**Run 1: the metal 1 layer**

Cells faint in the background.
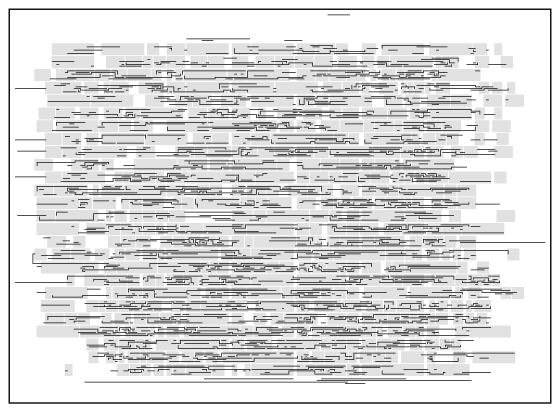
**Run 1: signal wires on met2**

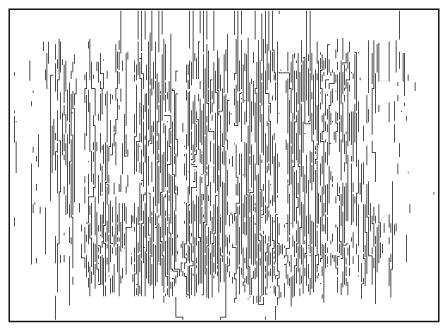
**Run 1: met4 routing**

Cells faint in the background.
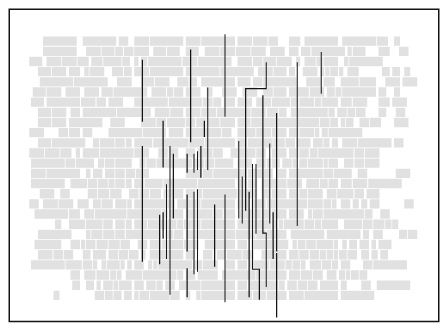
==> config.mk <==
export PLATFORM = sky130hd
export DESIGN_NAME = rc4_decrypt_compute
export DESIGN_NICKNAME = d
export VERILOG_FILES = /design/src/rtl/rc4_decrypt_compute.sv
export SDC_FILE = /design/constraint.sdc
export NUM_CORES = 1
export LEC_CHECK = 0
export CAP_MARGIN = 25
export CORE_ASPECT_RATIO = 0.7
export CORE_MARGIN = 5
export CORE_UTILIZATION = 49
export CTS_CLUSTER_SIZE = 30
export DETAILED_ROUTE_END_ITERATION = 7
export PLACE_DENSITY_LB_ADDON = 0.12
export SLEW_MARGIN = 10
export SYNTH_ARGS = -nofsm -noshare
export SYNTH_HDL_FRONTEND = slang
export SYNTH_SLANG_ARGS = --single-unit
==> constraint.sdc <==
create_clock -name clk -period 2.2 [get_ports clk]
set_input_delay 0.55 -clock clk [delete_from_list [all_inputs] [get_ports clk]]
set_output_delay 0.55 -clock clk [all_outputs]
set_load 0.02 [all_outputs]
==> deck_impl_summary.md, run 1 <==
Synthesis and Place & Route Summary

Outcome
  • Status: finished, violations left
  • Violations in the final reports: negative setup slack

Timing
  • Maximum clock skew at final layout: 0.0147 ns
  • Finish-stage setup viols: 25
  • RSZ-0062 raised after global routing: yes
  • Minimum setup slack in the final design: -0.743 ns

Yosys
  • Number of library cell types mapped by synthesis: 55
  • Simple-gate area share of the yosys netlist: 0.162
  • Post-synth EDFFs: 0
  • Mean post-synth cell area: roughly 10 µm²
  • Area leader share: 0.388
  • Most common reg cell: sky130_fd_sc_hd__dfrtp_1
  • Leading post-synthesis cells by instance count: sky130_fd_sc_hd__dfrtp_1 (58), sky130_fd_sc_hd__nor2_1 (37), sky130_fd_sc_hd__mux2_2 (35), sky130_fd_sc_hd__o21ai_0 (24), sky130_fd_sc_hd__nand2_1 (20)
  • Fraction of synthesized area in multiplexers: 0.113

Clocking
  • Clock buffer depth: 2
  • Number of gates given a new drive strength after cts: 240
  • H-tree levels: 3

Power and ir drop
  • PD cells: 1280 nW/µm²

Routing
  • Total DRC errors in the routed layout: 0
  • Avg Vias per Cell: slightly above 6
  • Number of optimization iterations in the first detailed-route pass: 5
  • Initial DRC count: 299

Floorplanning
  • Overall die area: 9520 µm²
  • Width of the die: approximately 110 µm
  • Number of placed I/O pins: 57
  • Floorplan row count: 26
  • Core outline area: 7350 µm²

Placement
  • Gp weighted congestion: 0.932
  • Buffers added on ports: approximately 56

GRT
  • Global-route wire length before repair: 21.3 mm
  • Vias in the first global route: 4,050
  • Pin count of the biggest net entering global routing: 25

Cells and area
  • Dominant logic cell types in the final layout: sky130_fd_sc_hd__buf_4 (121), sky130_fd_sc_hd__dfrtp_1 (53), sky130_fd_sc_hd__buf_6 (50)
  • FF/Latch Area: 1460 µm²
  • Layout cell share with drive strength beyond 1: 0.525
  • Finished Cell Area: 6140 µm²
  • Net count, final: 602

Worst setup path
  • Endpoint type of the worst setup path: primary output
  • Critical Path Source Type: register
  • Number of cells traversed by the worst register-to-register path: 8
  • Kind of critical path: register to primary output

Job
  • Number of warnings in the stage logs: 29
Notes on 'the metal 1 layer' above:
- share of all routed wire: 39%
- longest straight run: 55.7 µm
- nets with wire on the layer: 561
grt met1 use: 0.369
final wirelength: 15.0 mm
total via count in the routed design: 4,112

Notes on 'signal wires on met2' above:
- share of all routed wire: 47%
- nets with wire on the layer: 563
- wire length on this layer: 7,010 µm
met2 GRT Util: 0.458

Notes on 'met4 routing' above:
- longest straight run: 43.5 µm
- nets with wire on the layer: 33
- main direction: vertical
- wire length on this layer: 716 µm
- share of all routed wire: 4.8%

[run 1: worst max-delay path, cell delays in order (launching register included)]
cell and delay, ns:
sky130_fd_sc_hd__dfrtp_1 0.44, sky130_fd_sc_hd__ha_2 0.23, sky130_fd_sc_hd__buf_12 0.13, sky130_fd_sc_hd__a211oi_4 0.27, sky130_fd_sc_hd__buf_4 0.18, sky130_fd_sc_hd__o21bai_1 0.10, sky130_fd_sc_hd__mux2i_1 0.15, sky130_fd_sc_hd__nand2_1 0.09
sky130_fd_sc_hd__a211o_1 0.29, sky130_fd_sc_hd__buf_2 0.16
[run 1: kinds of logic after synthesis]
family / count (synthesis)
XOR/XNOR: 19
multiplexers: 38
adder cells (fa/ha/maj): 19
buffers and inverters: 17
AND-OR/OR-AND: 105
AND/OR/NAND/NOR: 113
flip-flops: 58
[run 1: per-layer routing]
metal	routed length, µm	part of all wire	GRT usage
met1	5870	0.39	0.369
met2	7010	0.47	0.458
met4	715	0.048	0.115
met5	0	0	0
met3	1400	0.094	0.0807
[run 1: metrics by stage]
stage | util | hold slack (ns) | instances
after floorplan | - | 0.254 | 369
after global placement | 0.717 | 0.507 | 625
after detailed placement | 0.717 | 0.509 | 625
after CTS | 0.799 | 0.129 | 665
after global routing | 0.835 | 0.135 | 667
final | 0.835 | 0.119 | 667
[run 1: power by group]
| part | total [W] | switching, W | internal, W |
|---|---|---|---|
| clock network | 0.00124 | 0.000490 | 0.000752 |
| registers | 0.00179 | 0.000379 | 0.00141 |
| logic | 0.00486 | 0.00233 | 0.00253 |
[run 1: cell type report]
type	count	area share
repair buffers	197	0.282
well taps	98	0.0200
multi-input cells	294	0.419
clock inverters	5	0.0167
flip-flops and latches	58	0.237
inverters	4	0.00285
clock buffers	11	0.0214
## Run 2: what changed since run 1
Settings changed: SETUP_SLACK_MARGIN from default to 0.1.
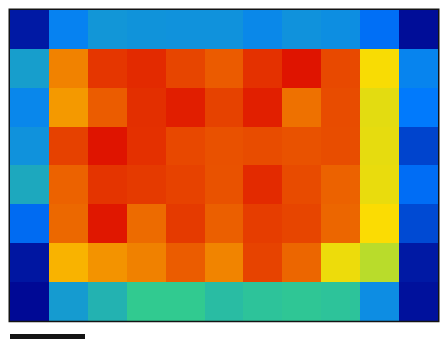
**Above:** run 2 (local utilization).
Bar = 20 µm. The die is cut into 11 by 8 equal tiles; dark blue is low, red is high, 0 to 100% covered.
- mean over tiles: 65%
- densest ninth of the die: centre
- nearly empty tiles: 1.1%
- fullest tile: 98%
- tiles over 75% full: 53%
core utilization before placement: 0.509
core outline area: 7350 µm²
utilization after layout: 0.856

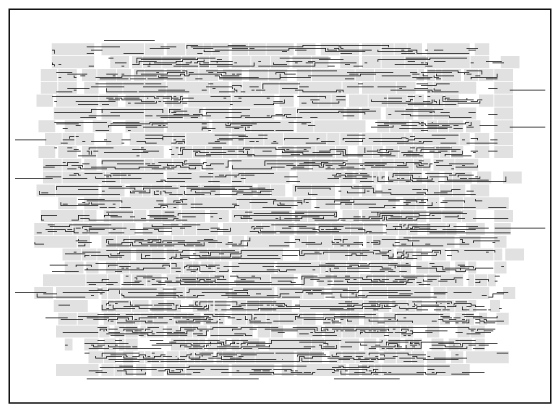
**Above:** run 2 (the metal 1 layer).
Cells faint in the background.
- wire length on this layer: 5,800 µm
- longest straight run: 36.3 µm
final wirelength: 14.9 mm
grt met1 use: 0.364
total via count in the routed design: 4,157

==> deck_impl_summary.md, run 2 <==
Synthesis and Place & Route Summary

Floorplanning
  • Floorplan row count: 26 (unchanged)
  • Overall die area: 9520 µm² (unchanged)

Power and ir drop
  • Reg power frac: 0.225 (about the same)
  • Relative contribution of combinational cells to total power: 0.625 (+0.009)
  • Clock group share of total power: 0.150 (-0.007)

Timing
  • Worst hold margin: 0.174 ns (+0.0545 ns)
  • Finish-stage setup viols: 35 (+40%)
  • Minimum setup slack in the final design: -0.697 ns (+0.0457 ns)
  • Maximum clock skew at final layout: 0.00863 ns (-0.00612 ns)

Routing
  • Initial DRC count: 405 (+35%)
  • Avg Vias per Cell: 6.19 (+0.34%)
  • Number of optimization iterations in the first detailed-route pass: 5 (unchanged)

Worst setup path
  • Slowest-stage cell, CP: sky130_fd_sc_hd__dfrtp_1
  • Number of cells traversed by the worst register-to-register path: 9 (+1)
  • Slowest cell delay on critical path: 0.44 ns (about the same)

Cells and area
  • Finished Cell Area: 6290 µm² (+2.5%)
  • Net count, final: 607 (+0.83%)

Yosys
  • Number of library cell types mapped by synthesis: 55 (unchanged)

Outcome
  • Status: finished, violations left
  • Violations in the final reports: negative setup slack

Placement
  • Number of instances in the placed design: 624 (-0.16%)
  • Buffers added on ports: 56 (unchanged)

GRT
  • Vias in the first global route: 3,991 (-1.5%)

Clocking
  • Clock buffer depth: 2 (unchanged)
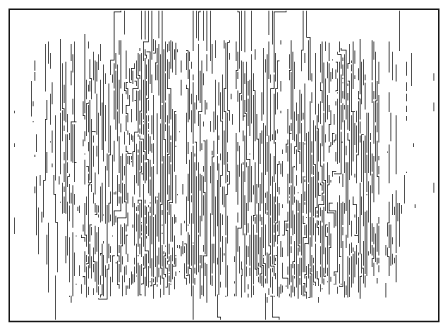
**Above:** run 2 (signal wires on met2).
- main direction: vertical
- nets with wire on the layer: 575
- share of all routed wire: 48%
- wire length on this layer: 7,120 µm
met2 GRT Util: 0.436

run 2: cell counts after synthesis:
No cell type changed its count.
run 2: final cells by class:
cell class              count  area, µm²
clock buffers              12        165
clock inverters             4       72.6
fillers                   347       1060
inverters                   4       22.5
multi-input cells         294       2610
flip-flops and latches     58       1460
well taps                  98        123
repair buffers            202       1840
run 2: cells by family (layout without fill, tap and decap cells):
| kind of cell | Yosys count | count (layout) |
|---|---|---|
| compound gates | 105 | 105 |
| fa+ha+maj | 19 | 19 |
| flops | 58 | 58 |
| mux | 38 | 38 |
| simple gates | 113 | 113 |
| xor+xnor | 19 | 19 |
| buf+inv | 17 | 222 |
run 2: worst max-delay path: cells and delay by family, from the launching register on:
kind | cells | cell delay (ns)
AOI/OAI and AO/OA | 4 | 1.00
DFF | 1 | 0.44
buffers and inverters | 2 | 0.27
adders and majority gates | 1 | 0.19
xor gates and xnor gates | 1 | 0.10
run 2: power groups by stage:
stage / registers (W) / logic [W] / clock network [W]
after floorplan: 0.00168 / 0.00213 / 0
after global placement: 0.00171 / 0.00370 / 0
after detailed placement: 0.00173 / 0.00382 / 0
after CTS: 0.00173 / 0.00420 / 0.00119
after global routing: 0.00184 / 0.00531 / 0.00126
final: 0.00180 / 0.00501 / 0.00120
run 2: routing by layer:
layer  wire length (µm)  share of wire  up-vias  global-route usage
met5                  0              0        -                   0
met4                605          0.041        0              0.0690
met3               1390          0.093       73              0.0705
met2               7120           0.48      266               0.436
met1               5800           0.39     2050               0.364
li1                   -              -     1768                   -
run 2: timing repair:
action / CTS / global route
setup buffers: 22 / 13
gates resized: 267 / 77
endpoints found under the hold margin: 0 / 0
endpoints found under the setup margin: 37 / 37
pin swaps: 15 / 25
Power and IR drop assume default switching activity.
